--- src/rtl/hazard_ctrl_unit.sv ---
// hazard_ctrl_unit
// Hazard and pipeline-control unit for the 5-stage RISC-V core.
// - E-stage forwarding selects (M has priority over W).
// - Per-register countdown scoreboard for pending load writebacks, so the
//   load-use latency is set by LOAD_LAT instead of being fixed at one cycle.
// - Flush of the wrong-path F/D/E latches when a branch resolves taken in M.
// - Saturating stall and flush counters for performance analysis.
//
// Ports:
//   clk, reset                      clock, asynchronous active-high reset
//   rf_src0_d_i, rf_src1_d_i        D-stage source registers
//   has_imm_d_i                     D uses an immediate (src1 unused)
//   rf_dst_d_i, rf_we_d_i           D-stage destination and write enable
//   mem2rf_d_i                      D-stage instruction is a load
//   rf_src0_e_i, rf_src1_e_i        E-stage source registers
//   rf_dst_m_i, rf_we_m_i           M-stage destination and write enable
//   rf_dst_w_i, rf_we_w_i           W-stage destination and write enable
//   pc_src_m_i                      branch taken, resolved in M
//   alu_src0_sel_o, alu_src1_sel_o  E operand selects (0 RF, 1 M, 2 W)
//   latch_en_f_o                    enable for the PC and the F/D latch
//   latch_clear_f_o/_d_o/_e_o       clears for F/D, D/E and E/M latches
//   stall_cnt_o, flush_cnt_o        saturating performance counters
module hazard_ctrl_unit #(
  parameter int ADDR_W        = 5,
  parameter int ALU_SRC_SEL_W = 2,
  parameter int LOAD_LAT      = 1,
  parameter int CNT_W         = 32
) (
  input  logic                     clk,
  input  logic                     reset,
  input  logic [ADDR_W-1:0]        rf_src0_d_i,
  input  logic [ADDR_W-1:0]        rf_src1_d_i,
  input  logic                     has_imm_d_i,
  input  logic [ADDR_W-1:0]        rf_dst_d_i,
  input  logic                     rf_we_d_i,
  input  logic                     mem2rf_d_i,
  input  logic [ADDR_W-1:0]        rf_src0_e_i,
  input  logic [ADDR_W-1:0]        rf_src1_e_i,
  input  logic [ADDR_W-1:0]        rf_dst_m_i,
  input  logic                     rf_we_m_i,
  input  logic [ADDR_W-1:0]        rf_dst_w_i,
  input  logic                     rf_we_w_i,
  input  logic                     pc_src_m_i,
  output logic [ALU_SRC_SEL_W-1:0] alu_src0_sel_o,
  output logic [ALU_SRC_SEL_W-1:0] alu_src1_sel_o,
  output logic                     latch_en_f_o,
  output logic                     latch_clear_f_o,
  output logic                     latch_clear_d_o,
  output logic                     latch_clear_e_o,
  output logic [CNT_W-1:0]         stall_cnt_o,
  output logic [CNT_W-1:0]         flush_cnt_o
);

  localparam int NREG  = 2 ** ADDR_W;
  localparam int TMR_W = $clog2(LOAD_LAT + 1);
  localparam logic [TMR_W-1:0]         TMR_LOAD = TMR_W'(LOAD_LAT);
  localparam logic [ALU_SRC_SEL_W-1:0] SEL_RF   = ALU_SRC_SEL_W'(0);
  localparam logic [ALU_SRC_SEL_W-1:0] SEL_M    = ALU_SRC_SEL_W'(1);
  localparam logic [ALU_SRC_SEL_W-1:0] SEL_W    = ALU_SRC_SEL_W'(2);

  // Remaining stall cycles per register; entry 0 is held at zero.
  logic [TMR_W-1:0]  timer [NREG];
  logic              e_load_vld;
  logic [ADDR_W-1:0] e_load_dst;

  logic src0_busy;
  logic src1_busy;
  logic stall;
  logic flush;
  logic issue;
  logic load_d;

  // Forwarding select for one E-stage source; M wins over W, x0 never forwards.
  function automatic logic [ALU_SRC_SEL_W-1:0] fwd_sel(
    input logic [ADDR_W-1:0] src,
    input logic [ADDR_W-1:0] dst_m,
    input logic              we_m,
    input logic [ADDR_W-1:0] dst_w,
    input logic              we_w
  );
    logic [ALU_SRC_SEL_W-1:0] sel;
    if ((src != ADDR_W'(0)) && we_m && (src == dst_m)) begin
      sel = SEL_M;
    end else if ((src != ADDR_W'(0)) && we_w && (src == dst_w)) begin
      sel = SEL_W;
    end else begin
      sel = SEL_RF;
    end
    return sel;
  endfunction

  // Same-cycle forwarding, stall/flush decision and latch controls.
  always_comb begin
    alu_src0_sel_o  = fwd_sel(rf_src0_e_i, rf_dst_m_i, rf_we_m_i, rf_dst_w_i, rf_we_w_i);
    alu_src1_sel_o  = fwd_sel(rf_src1_e_i, rf_dst_m_i, rf_we_m_i, rf_dst_w_i, rf_we_w_i);
    src0_busy       = (rf_src0_d_i != ADDR_W'(0)) && (timer[rf_src0_d_i] != TMR_W'(0));
    src1_busy       = (rf_src1_d_i != ADDR_W'(0)) && (timer[rf_src1_d_i] != TMR_W'(0));
    stall           = src0_busy || (!has_imm_d_i && src1_busy);
    flush           = pc_src_m_i;
    issue           = !stall && !flush;
    load_d          = rf_we_d_i && mem2rf_d_i && (rf_dst_d_i != ADDR_W'(0));
    latch_en_f_o    = 1'b1;
    latch_clear_f_o = 1'b0;
    latch_clear_d_o = 1'b0;
    latch_clear_e_o = 1'b0;
    if (flush) begin
      // Flush overrides stall: fetch the branch target, squash F, D and E.
      latch_clear_f_o = 1'b1;
      latch_clear_d_o = 1'b1;
      latch_clear_e_o = 1'b1;
    end else if (stall) begin
      // Hold PC and F/D, inject a bubble into E.
      latch_en_f_o    = 1'b0;
      latch_clear_d_o = 1'b1;
    end else begin
      latch_en_f_o    = 1'b1;
    end
  end

  // Scoreboard timers: load on issue, squash the E-stage load on flush, else count down.
  always_ff @(posedge clk or posedge reset) begin
    if (reset) begin
      for (int i = 0; i < NREG; i++) begin
        timer[i] <= TMR_W'(0);
      end
    end else begin
      timer[0] <= TMR_W'(0);
      for (int i = 1; i < NREG; i++) begin
        if (issue && load_d && (rf_dst_d_i == ADDR_W'(i))) begin
          timer[i] <= TMR_LOAD;
        end else if (flush && e_load_vld && (e_load_dst == ADDR_W'(i))) begin
          timer[i] <= TMR_W'(0);
        end else if (timer[i] != TMR_W'(0)) begin
          timer[i] <= timer[i] - TMR_W'(1);
        end else begin
          timer[i] <= timer[i];
        end
      end
    end
  end

  // Tracks whether the instruction entering E is a scoreboarded load.
  always_ff @(posedge clk or posedge reset) begin
    if (reset) begin
      e_load_vld <= 1'b0;
      e_load_dst <= ADDR_W'(0);
    end else if (issue) begin
      e_load_vld <= load_d;
      e_load_dst <= rf_dst_d_i;
    end else begin
      e_load_vld <= 1'b0;
      e_load_dst <= e_load_dst;
    end
  end

  // Saturating performance counters; a flush cycle is never counted as a stall.
  always_ff @(posedge clk or posedge reset) begin
    if (reset) begin
      stall_cnt_o <= CNT_W'(0);
      flush_cnt_o <= CNT_W'(0);
    end else begin
      if (stall && !flush && (stall_cnt_o != {CNT_W{1'b1}})) begin
        stall_cnt_o <= stall_cnt_o + CNT_W'(1);
      end else begin
        stall_cnt_o <= stall_cnt_o;
      end
      if (flush && (flush_cnt_o != {CNT_W{1'b1}})) begin
        flush_cnt_o <= flush_cnt_o + CNT_W'(1);
      end else begin
        flush_cnt_o <= flush_cnt_o;
      end
    end
  end

endmodule

--- config.mk ---
export PLATFORM = sky130hd
export DESIGN_NAME = hazard_ctrl_unit
export DESIGN_NICKNAME = d
export VERILOG_FILES = /design/src/rtl/hazard_ctrl_unit.sv
export SDC_FILE = /design/constraint.sdc
export NUM_CORES = 1
export LEC_CHECK = 0
export ABC_AREA = 1
export CORE_UTILIZATION = 47
export DETAILED_ROUTE_END_ITERATION = 6
export HOLD_SLACK_MARGIN = 0.03
export MAX_ROUTING_LAYER = met4
export PLACE_DENSITY = 0.86
export SYNTH_ARGS = -nofsm -noshare
export SYNTH_HDL_FRONTEND = slang
export SYNTH_SLANG_ARGS = --single-unit
--- constraint.sdc ---
create_clock -name clk -period 3.2 [get_ports clk]
set_clock_uncertainty 0.1 [all_clocks]
set_input_delay 0.8 -clock clk [delete_from_list [all_inputs] [get_ports clk]]
set_output_delay 0.8 -clock clk [all_outputs]
set_load 0.005 [all_outputs]
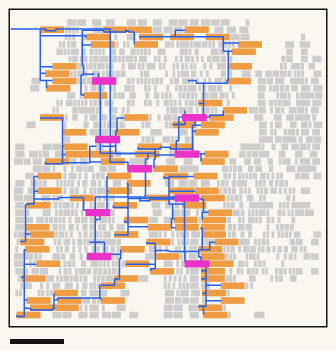
*Clock wires, drivers and flops*
The bar under the picture is 20 um long.
Blue is clock wires, length 1090 um. Magenta is cells driving clock nets, count 9. Orange is flip-flops, count 95.
There are 10 routed clock nets.

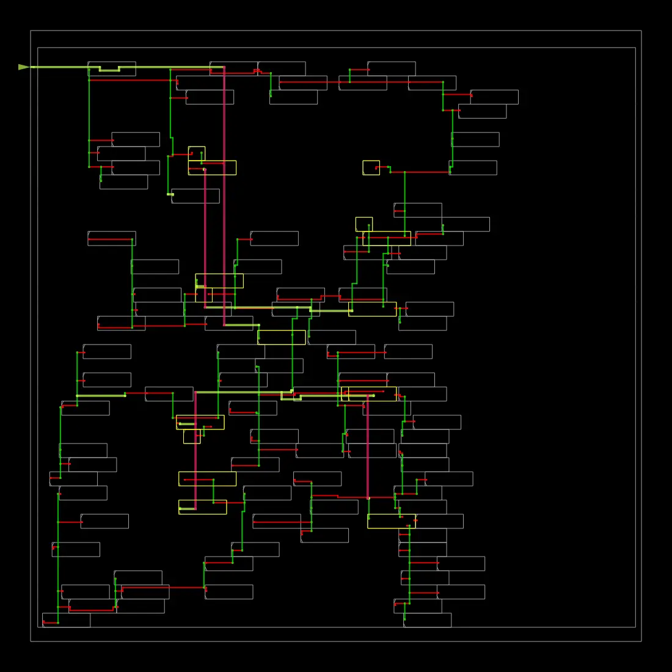
*Clock wiring as the flow saved it*
total CTS buffers: 9
clock buffers: 10
Flops: 95
clock network power: 1.09 mW
clk latency late pin: 0.34 ns

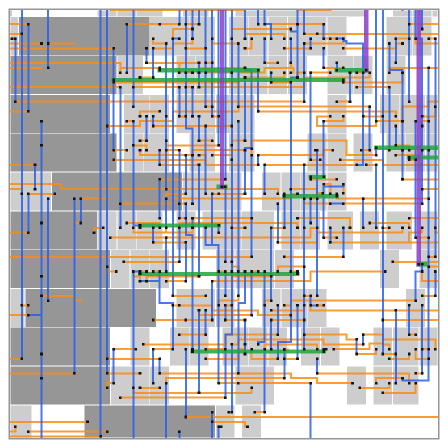
*Close-up of the layout*
Window x 73 to 103, y 14 to 44 um. Cells in grey, sequential cells in the stronger grey; small squares are vias.
Orange is met1. Purple is met4. Green is met3. Blue is met2.
Sequential cells in the window: 11. Netlist names of flops here include `timer` (11). 97 logic cells have their middle in the window. Most frequent: nand2_1 (39), nand3_1 (13).

==> impl_metrics.csv <==
group,metric,value,unit
status,status,"complete, no violations",
logic_synthesis,ff_type,"dfrtp_1",
critical_path,path_cells,"clkdlybuf4s50_1 -> buf_4 -> xor2_1 -> nor3_2 -> buf_4 -> buf_4 -> clkdlybuf4s15_2",
placement,place_hpwl,12400,um
finish,most-common-layout-cells,"276 x nand2_1, 95 x dfrtp_1, 87 x clkdlybuf4s50_1",
logic_synthesis,synth-edff-count,0,
logic_synthesis,ys_cells,853,
logic_synthesis,syn_nets,898,
finish,register_area,2380,um2
pwr,vdd_ir_drop_max,0.000368,V
min_path,hold_path.startpoint,"stall_cnt_o[31]",
critical_path,worst-path-buf-inv,5,
min_path,whs_endpoint,"stall_cnt_o[31]",
finish,diodes,0,
global_route,busiest_layer,"met2",
logic_synthesis,ys_types,37,
routing,wl_met1,7650,um
floorplan,io-pin-count,115,
floorplan,coreArea,12800,um2
finish,reg_top3,"flush_cnt_o: 32 flops, stall_cnt_o: 32 flops, timer: 31 flops",
placement,place_ws,-0.485,ns
global_route,grt_use_met2,40.5,%
logic_synthesis,yosys-top-cells-area,"dfrtp_1 38%, nand2_1 17%, xor2_1 7.1%",
sta,relSlewSlack,49.6,%
critical_path,max_stage_delay,0.46,ns
critical_path,crit_path_end_kind,"output port",
finish,final_core_util,64.4,%
clock_network,postCtsHoldBufs,0,
floorplan,fp-row-count,41,
routing,routed_via_density,5.29,
clock_network,cts_sinks,95,
logic_synthesis,common_cells,"277 x nand2_1, 95 x dfrtp_1, 83 x inv_1, 75 x nor2_1, 51 x xor2_1",
finish,fin_cells,1181,
clock_network,cts_tree,"built",
routing,drc,0,
logic_synthesis,synth_area,6270,um2
routing,wl_per_cell,14.2,um
critical_path,crit_end,"alu_src1_sel_o[0]",
sta,fin_ws,0.0884,ns
routing,top_layer_used,"met4",
finish,drive_above_1_share,13.7,%
floorplan,die_w,118,um
placement,placed_area,7880,um2
floorplan,chipArea,13800,um2
sta,finalSetupViolations,0,
sta,fin_crit_sh,97.2,%
pwr,p_clk_share,34.2,%
sta,finalSetupTns,0,ns
finish,fill_cells,1094,
min_path,whs_path_depth,2,
finish,nets,1049,
placement,gp_congestion,0.936,
routing,dr_wl_met2,7800,um
clock_network,clock_path_buffers,2,
sta,hold_viol_final,0,
pwr,power,3.19,mW
min_path,hold_path.class,"register to register",
clock_network,cts_setup_buffers,4,
pwr,p_leak,3.81,nW
logic_synthesis,yosysWarnings,0,
global_route,grt_pass1_wl,28200,um
critical_path,reg2reg_slack,0.87,ns
clock_network,post_cts_resized,47,
critical_path,crit_path_max_fanout,2,
finish,final-comb-area,3420,um2
floorplan,fp.dieH,118,um
critical_path,cp.depth,7,
flow_run,cap_violations,0,
pwr,power_frac_seq,43.6,%
logic_synthesis,synth_top_cell_by_area,"dfrtp_1",
routing,drt_iter0_drc,415,
pwr,combPwrFrac,22.1,%
global_route,antenna_found_initial,0,
routing,first_pass_iters,5,
critical_path,r2r-end,"stall_cnt_o[30]",
sta,timing.fmax,321,MHz
routing,wl_met3,1000,um
critical_path,cp.required,2.30,ns
logic_synthesis,top_area_share,37.9,%
critical_path,r2r_cells,11,
logic_synthesis,top_cell,"nand2_1",
routing,ant_nets,0,
## power by group through the flow
stage,combinational (mW),sequential (mW),clock [mW]
finish,0.706,1.39,1.09
CTS,0.701,1.39,1.11
detailed placement,0.697,1.41,0
floorplan,0.351,1.39,0
global route,0.778,1.41,1.16
global placement,0.686,1.41,0
## cell families after synthesis
kind of cell / share of synthesized area [%]
xor gates and xnor gates: 9.22
DFF: 37.9
adders and majority gates: 0.399
and+or+nand+nor: 40.1
buffers and inverters: 8.54
AOI/OAI and AO/OA: 3.89
## cell type report
type | instances | area share (%)
clock buffer | 10 | 2.77
timing repair buffer | 170 | 19.3
sequential | 95 | 28.8
inverter | 90 | 4.20
tap | 172 | 2.61
clock inverter | 6 | 0.894
multi-input combinational | 638 | 41.4
Power is estimated from default activity; no workload was simulated.
